**config.mk**
```make
export PLATFORM = sky130hd
export DESIGN_NAME = pipeline_elastic
export DESIGN_NICKNAME = d
export VERILOG_FILES = /design/src/rtl/pipeline_pkg.sv /design/src/rtl/pipe_stage.sv /design/src/rtl/pipeline_elastic.sv
export SDC_FILE = /design/constraint.sdc
export NUM_CORES = 1
export LEC_CHECK = 0
export CAP_MARGIN = 20
export CORE_AREA = 2 2 39 41
export DETAILED_ROUTE_END_ITERATION = 8
export DIE_AREA = 0 0 41 43
export PLACE_DENSITY = 0.56
export SYNTH_ARGS = -nofsm -noshare
export SYNTH_HDL_FRONTEND = slang
export SYNTH_HIERARCHICAL = 1
export SYNTH_SLANG_ARGS = --single-unit
```
**constraint.sdc**
```tcl
create_clock -name aclk -period 1.4 [get_ports aclk]
set_input_delay 0.28 -clock aclk [delete_from_list [all_inputs] [get_ports aclk]]
set_output_delay 0.28 -clock aclk [all_outputs]
set_load 0.005 [all_outputs]
```
**src/rtl/pipeline_pkg.sv**
```systemverilog
// Shared constants and helpers for the elastic delay pipeline.
package pipeline_pkg;

    localparam int DEFAULT_LEVEL      = 3;
    localparam int DEFAULT_DATA_WIDTH = 2;

    // Width of a counter that must hold 0..level inclusive.
    function automatic int occ_width(input int level);
        return (level < 1) ? 1 : $clog2(level + 1);
    endfunction

endpackage

```
**src/rtl/pipe_stage.sv**
```systemverilog
// One register stage of the elastic pipeline: payload plus valid bit.
// Flush clears only the valid bit so the payload stays deterministic.
module pipe_stage
    import pipeline_pkg::*;
#(
    parameter int DATA_WIDTH = DEFAULT_DATA_WIDTH
) (
    input  logic                  aclk,
    input  logic                  areset,
    input  logic                  flush,
    input  logic                  en,
    input  logic [DATA_WIDTH-1:0] dIn,
    input  logic                  vIn,
    output logic [DATA_WIDTH-1:0] dOut,
    output logic                  vOut
);

    always_ff @(posedge aclk) begin
        if (areset) begin
            vOut <= 1'b0;
            dOut <= '0;
        end else if (flush) begin
            vOut <= 1'b0;
        end else if (en) begin
            vOut <= vIn;
            dOut <= dIn;
        end
    end

endmodule

```
**src/rtl/pipeline_elastic.sv**
```systemverilog
// LEVEL-deep elastic delay pipeline with valid/ready handshakes, bubble
// collapsing and flush. Define PIPE_OCCUPANCY_EN to add the occupancy counter.
module pipeline_elastic
    import pipeline_pkg::*;
#(
    parameter int LEVEL      = DEFAULT_LEVEL,
    parameter int DATA_WIDTH = DEFAULT_DATA_WIDTH
) (
    input  logic                        aclk,
    input  logic                        areset,
    input  logic [DATA_WIDTH-1:0]       inData,
    input  logic                        inValid,
    output logic                        inReady,
    output logic [DATA_WIDTH-1:0]       outData,
    output logic                        outValid,
    input  logic                        outReady,
    input  logic                        flush
`ifdef PIPE_OCCUPANCY_EN
    ,
    output logic [occ_width(LEVEL)-1:0] occupancy
`endif
);

    if (LEVEL < 1) begin : g_level_check
        $error("pipeline_elastic: LEVEL must be at least 1");
    end

    logic [LEVEL-1:0]      valid;
    logic [LEVEL-1:0]      en;
    logic [DATA_WIDTH-1:0] data [LEVEL];

    for (genvar k = 0; k < LEVEL; k++) begin : g_stage
        logic [DATA_WIDTH-1:0] d_in;
        logic                  v_in;

        if (k == 0) begin : g_head
            assign d_in = inData;
            assign v_in = inValid;
        end else begin : g_body
            assign d_in = data[k-1];
            assign v_in = valid[k-1];
        end

        // Unrolled form of en[k] = !valid[k] || en[k+1] with en[LEVEL] = outReady:
        // a stage advances if the sink is ready or any stage at or after it is empty.
        assign en[k] = outReady || !(&valid[LEVEL-1:k]);

        pipe_stage #(
            .DATA_WIDTH(DATA_WIDTH)
        ) u_stage (
            .aclk  (aclk),
            .areset(areset),
            .flush (flush),
            .en    (en[k]),
            .dIn   (d_in),
            .vIn   (v_in),
            .dOut  (data[k]),
            .vOut  (valid[k])
        );
    end

    assign inReady  = en[0] && !flush;
    assign outValid = valid[LEVEL-1] && !flush;
    assign outData  = data[LEVEL-1];

`ifdef PIPE_OCCUPANCY_EN
    localparam int OW = occ_width(LEVEL);

    logic          in_xfer;
    logic          out_xfer;
    logic [OW-1:0] occ_q;

    assign in_xfer  = inValid && inReady;
    assign out_xfer = outValid && outReady;

    always_ff @(posedge aclk) begin
        if (areset || flush) begin
            occ_q <= '0;
        end else if (in_xfer && !out_xfer) begin
            occ_q <= occ_q + OW'(1);
        end else if (out_xfer && !in_xfer) begin
            occ_q <= occ_q - OW'(1);
        end
    end

    assign occupancy = occ_q;
`endif

endmodule

```
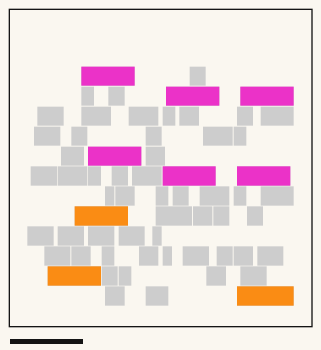
Fig. 1. Sequential cells colored by netlist name.
The bar under the picture is 10 microns long. Other cells in gray.
`g_stage.u_stage/vOut` -> orange  # placed flops 3
`g_stage.u_stage/dOut` -> magenta  # placed flops 6

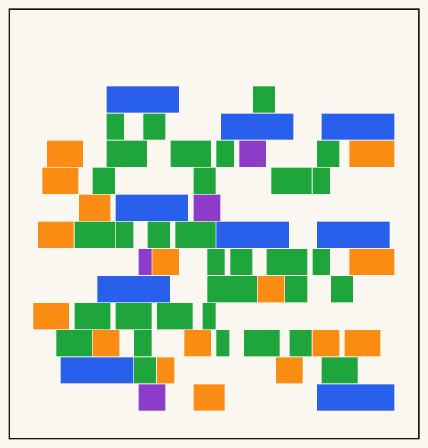
Fig. 2. Cell classes on the final placement.
all other logic -> green  # cells 33
other buffers and delay cells -> orange  # cells 16
flip-flops -> blue  # cells 9
clock drivers and dummy loads -> purple  # cells 4

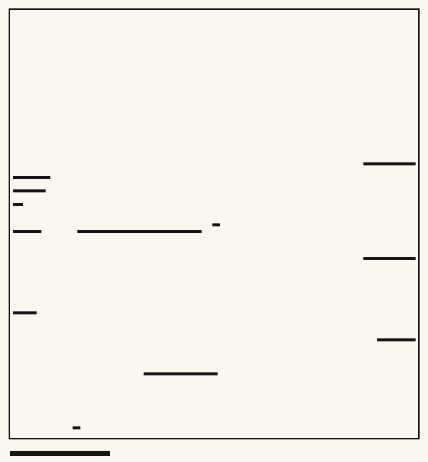
Fig. 3. Signal wires on met3.
The bar under the picture is 10 microns long.
wire length on this layer = 45.0 microns
main direction = horizontal
Routed WL: 857 microns
via count: 370
GR met3 Demand/Resource: 6.28%

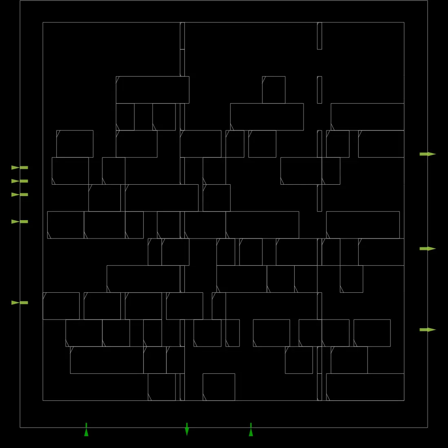
Fig. 4. Cell outlines without signal wires.
Well-Tap Cells: 16
seq_cells: 9
Core ar.: 1380 sq um

-- synthesized netlist by cell type, drive strengths merged --
| cell | number | area, sq um |
|---|---|---|
| a31oi | 1 | 6.26 |
| dfxtp | 9 | 180 |
| inv | 1 | 3.75 |
| mux2i | 3 | 30.0 |
| nand2 | 1 | 3.75 |
| nand2b | 6 | 37.5 |
| nand3 | 1 | 5.00 |
| nand4bb | 6 | 67.6 |
| nor2b | 5 | 38.8 |
| nor3 | 3 | 30.0 |
| o21ai | 6 | 30.0 |
-- critical path, stage by stage (launching register included) --
cell	delay (ns)
dfxtp_2	0.32
buf_4	0.12
nor2b_1	0.12
clkdlybuf4s15_1	0.20
-- flip-flops by register name, summed over array words and instances (netlist names) --
name                  count
g_stage.u_stage/dOut      6
g_stage.u_stage/vOut      3
==> out/metrics.cfg <==
[worst_setup_path]
rr_worst_depth=5
crit_start=g_stage[2].u_stage/vOut$_SDFFE_PP0P_

[drt]
wl_per_cell_microns=11.0
drt_iter0_markers=4
highest_layer=met4
ant_nets=0

[placed_design]
finalWeightedCongestion=0.652
post_dp_cell_area_sq_um=598
dp_hpwl_microns=600
portBuffers=10

[synthesis]
aoi_share_pct=8.38
syn_area_per_cell_sq_um=10.3
ys_top_logic_family=simple AND/OR/NAND/NOR gates
xor_share_pct=0
synth.distinct_cells=12

[timing]
finalSetupTns_ns=0
setup_ws_ns=0.0907
max_freq_mhz=764

[clocking]
cts_setup_buffers=0
tritoncts=yes
cts_buffers=3
clkTransAtPathRegs_ns=0.07

[power]
combPwrFrac_pct=11.2
switching_share_pct=23.7
p_switching_mw=0.127
pg_seq_mw=0.269
pwr-share-seq_pct=50.0
p_total_mw=0.538
power.group.top=sequential cells

[job]
warning_count=26

[min_path]
min_path_cells=2

[layout]
clock_buffers=4
layout_top_cells=8 x dfxtp_1, 6 x nand2b_1, 6 x nand4bb_1, 6 x o21ai_1, 6 x buf_4
comb-cell-share_pct=40.0
antenna_cells=0

[status]
status=completed

[die]
boundaryPins=11
die-area_sq_um=1760
die_w_microns=41

[global_routing]
met2_usage_pct=14.7
grt_max_degree=15
gr-max-usage-layer=met1

Power and IR drop assume default switching activity.
